`src/rtl/cpu_pkg.sv`:
```
// Shared constants and types for the 9-bit RISC core.
// Holds fetch widths, the halt word, the fetch FSM type and opcodes.
package cpu_pkg;

  localparam int PC_W   = 8;
  localparam int INST_W = 9;

  // ROM fill value; fetching it ends the program.
  localparam logic [INST_W-1:0] HALT_WORD = 9'h1FF;

  typedef enum logic [1:0] {
    IDLE = 2'd0,
    RUN  = 2'd1,
    HALT = 2'd2
  } fetch_state_t;

  localparam logic [2:0] OP_ADD = 3'b001;
  localparam logic [2:0] OP_LSH = 3'b011;
  localparam logic [2:0] OP_LDI = 3'b100;
  localparam logic [2:0] OP_LDM = 3'b101;
  localparam logic [2:0] OP_STR = 3'b110;
  localparam logic [2:0] OP_BNE = 3'b111;

  function automatic logic [2:0] opcode_of(
    input logic [INST_W-1:0] inst
  );
    return inst[INST_W-1 -: 3];
  endfunction

endpackage

```
`src/rtl/fetch_ctrl.sv`:
```
// Instruction fetch sequencer: PC, ROM address, one-entry fetch
// buffer with valid/ready to decode, redirect, halt and issue count.
//
// Ports:
//   clk, reset        clock, synchronous active-high reset
//   start, start_addr begin fetching (IDLE/HALT only)
//   imem_pc/imem_inst ROM address out, combinational ROM data in
//   inst_valid/ready  fetch buffer handshake to decode
//   inst_out/inst_pc  buffered instruction and its address
//   redirect(_pc)     taken-branch target from execute
//   busy, done        RUN state / HALT with empty buffer
//   issued_cnt        saturating count of handshakes since start
module fetch_ctrl
  import cpu_pkg::*;
#(
  parameter int CNT_W = 16
) (
  input  logic              clk,
  input  logic              reset,
  input  logic              start,
  input  logic [PC_W-1:0]   start_addr,
  output logic [PC_W-1:0]   imem_pc,
  input  logic [INST_W-1:0] imem_inst,
  output logic              inst_valid,
  input  logic              inst_ready,
  output logic [INST_W-1:0] inst_out,
  output logic [PC_W-1:0]   inst_pc,
  input  logic              redirect,
  input  logic [PC_W-1:0]   redirect_pc,
  output logic              busy,
  output logic              done,
  output logic [CNT_W-1:0]  issued_cnt
);

  fetch_state_t      r_state;
  logic [PC_W-1:0]   r_pc;
  logic              r_valid;
  logic [INST_W-1:0] r_inst;
  logic [PC_W-1:0]   r_inst_pc;
  logic [CNT_W-1:0]  r_cnt;

  logic              w_fire;
  logic              w_load_ok;
  logic              w_halt;
  logic              w_cnt_max;
  logic [PC_W-1:0]   w_pc_inc;
  logic [CNT_W-1:0]  w_cnt_inc;

  assign w_fire    = r_valid & inst_ready;
  assign w_load_ok = ~r_valid | inst_ready;
  assign w_halt    = (imem_inst == HALT_WORD);
  assign w_cnt_max = &r_cnt;
  assign w_pc_inc  = r_pc + PC_W'(1);
  assign w_cnt_inc = r_cnt + CNT_W'(1);

  always_ff @(posedge clk) begin
    if (reset) begin
      r_state   <= IDLE;
      r_pc      <= '0;
      r_valid   <= 1'b0;
      r_inst    <= '0;
      r_inst_pc <= '0;
      r_cnt     <= '0;
    end else begin
      // Counted in every state; a start below
      // overrides it with a fresh zero.
      if (w_fire && !w_cnt_max)
        r_cnt <= w_cnt_inc;

      case (r_state)
        IDLE: begin
          if (start) begin
            r_pc    <= start_addr;
            r_cnt   <= '0;
            r_state <= RUN;
          end
        end

        RUN: begin
          if (redirect) begin
            // Buffered word is dropped even
            // if it fires this cycle.
            r_pc    <= redirect_pc;
            r_valid <= 1'b0;
          end else if (w_load_ok) begin
            if (w_halt) begin
              // load_ok implies the buffer is
              // empty or draining now.
              r_state <= HALT;
              r_valid <= 1'b0;
            end else begin
              r_inst    <= imem_inst;
              r_inst_pc <= r_pc;
              r_valid   <= 1'b1;
              r_pc      <= w_pc_inc;
            end
          end
        end

        HALT: begin
          if (redirect) begin
            r_pc    <= redirect_pc;
            r_valid <= 1'b0;
            r_state <= RUN;
          end else if (start) begin
            r_pc    <= start_addr;
            r_cnt   <= '0;
            r_valid <= 1'b0;
            r_state <= RUN;
          end else if (w_fire) begin
            r_valid <= 1'b0;
          end
        end

        default: begin
          r_state <= IDLE;
          r_valid <= 1'b0;
        end
      endcase
    end
  end

  assign imem_pc    = r_pc;
  assign inst_valid = r_valid;
  assign inst_out   = r_inst;
  assign inst_pc    = r_inst_pc;
  assign issued_cnt = r_cnt;
  assign busy       = (r_state == RUN);
  assign done       = (r_state == HALT) & ~r_valid;

endmodule
```
`config.mk`:
```
export PLATFORM = sky130hd
export DESIGN_NAME = fetch_ctrl
export DESIGN_NICKNAME = d
export VERILOG_FILES = /design/src/rtl/cpu_pkg.sv /design/src/rtl/fetch_ctrl.sv
export SDC_FILE = /design/constraint.sdc
export NUM_CORES = 1
export LEC_CHECK = 0
export CAP_MARGIN = 20
export CORE_ASPECT_RATIO = 2
export CORE_MARGIN = 2
export CORE_UTILIZATION = 30
export CTS_BUF_LIST = sky130_fd_sc_hd__clkbuf_4
export DETAILED_ROUTE_END_ITERATION = 12
export SLEW_MARGIN = 10
export SYNTH_ARGS = -nofsm -noshare
export SYNTH_HDL_FRONTEND = slang
export SYNTH_SLANG_ARGS = --single-unit
```
`constraint.sdc`:
```
create_clock -name clk -period 1.6 [get_ports clk]
set_input_delay 0.16 -clock clk [delete_from_list [all_inputs] [get_ports clk]]
set_output_delay 0.16 -clock clk [all_outputs]
set_load 0.01 [all_outputs]
```
==> images/route_heat.png <==
(4 px per µm) 13 x 26 tiles, from black (low) to pale yellow (high), scaled to the fullest tile. Values are wire area over tile area, all layers added.
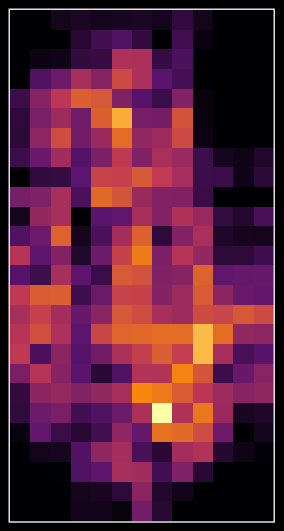
fullest tile	0.48
tiles over half the peak	18%
mean over tiles	0.13
nearly empty tiles	18%

==> images/m3.png <==
(4 px per µm)
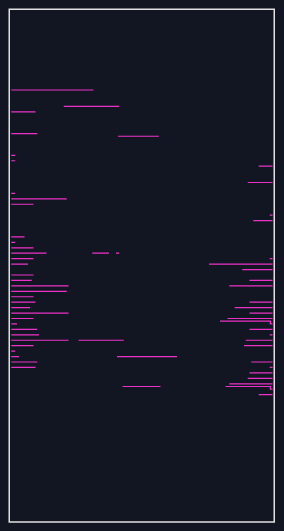
nets with wire on the layer	60
share of all routed wire	6.1%

==> images/ff_map.png <==
(4 px per µm)
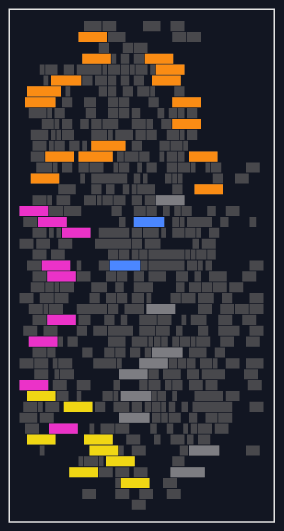
netlist name	colour	placed flops
`inst_out`	magenta	9
`r_state`	blue	2
`issued_cnt`	orange	16
`inst_pc`	yellow	8
not coloured	9

==> run_results.csv <==
group,metric,value,unit
sta,tns,-0.02359,ns
outcome,status,"finished with violations",
synthesis,synth_nets,310,
synthesis,logic_family,"simple AND/OR/NAND/NOR gates",
clock_tree,cts_root_buf,"clkbuf_4",
final_layout,drive_gt1_share,33.25,%
final_layout,sh_seq_area,22.53,%
critical_path,reg2reg_slack,-0.02,ns
outcome,violations,"negative setup slack",
detailed_routing,dr_total_vias,2485,
final_layout,clock_area_share,1.432,%
sta,fin_skew,0.01095,ns
critical_path,critical_path_cell_count,6,
critical_path,cp-start-kind,"register",
clock_tree,clkLatencyLatePin,0.36,ns
critical_path,critical-path-slowest-cell,"or4_4",
final_layout,stdcell_count,506,
worst_hold_path,hold_end,"inst_out[7]",
sta,setup_slack,-0.01915,ns
synthesis,ys_sh_simple,24.44,%
synthesis,yosys_cells,274,
place,dpl-instance-area,3671,µm²
clock_tree,cts_tree,"built",
detailed_routing,drc_errors,0,
final_layout,comb_area_share,40.43,%
final_layout,inverters,7,
critical_path,path_max_fanout,3,
sta,setup_viol,3,
power_and_ir_drop,sequentialPowerShare,50.4,%
final_layout,regArea,905.9,µm²
synthesis,synthTopCellsByCount,"48 x nor2_1, 44 x dfxtp_1, 25 x mux2i_1, 14 x nand2_1",
grt,grt_pass1_wl,11310,µm
sta,period_needed,1.619,ns
final_layout,layout_top_cell,"buf_4",
power_and_ir_drop,total_power,2.314,mW
synthesis,edf_count,0,
critical_path,critPathLaunch,"issued_cnt[1]",
critical_path,cp-end-kind,"register",
synthesis,mux_share,11.38,%
place,hpwl,5115,µm
die,fp_util,30.69,%
place,io_buffers,73,
synthesis,synth_area,2298,µm²
per-layer routing:
layer / up-vias / part of all wire, % / global-route usage (%)
met3: 6 / 6.1 / 4.565
met2: 67 / 48 / 27.21
met4: 0 / 1.4 / 6.250
met5: - / 0 / 0
met1: 1165 / 44 / 20.74
li1: 1247 / - / -
worst reg2reg max path, stage by stage (launching register included):
cell and delay [ns]:
dfxtp_4 0.39, ha_4 0.13, inv_2 0.03, or4_4 0.51, nand4_1 0.11, nor2_1 0.06
mux2_1 0.29
power by group through the flow:
stage	logic, mW	registers (mW)	clock network (mW)
global placement	0.513	1.19	0
floorplan	0.226	1.20	0
detailed placement	0.520	1.19	0
finish	0.589	1.17	0.558
global route	0.634	1.17	0.627
CTS	0.553	1.17	0.592
Power is estimated from default activity; no workload was simulated.
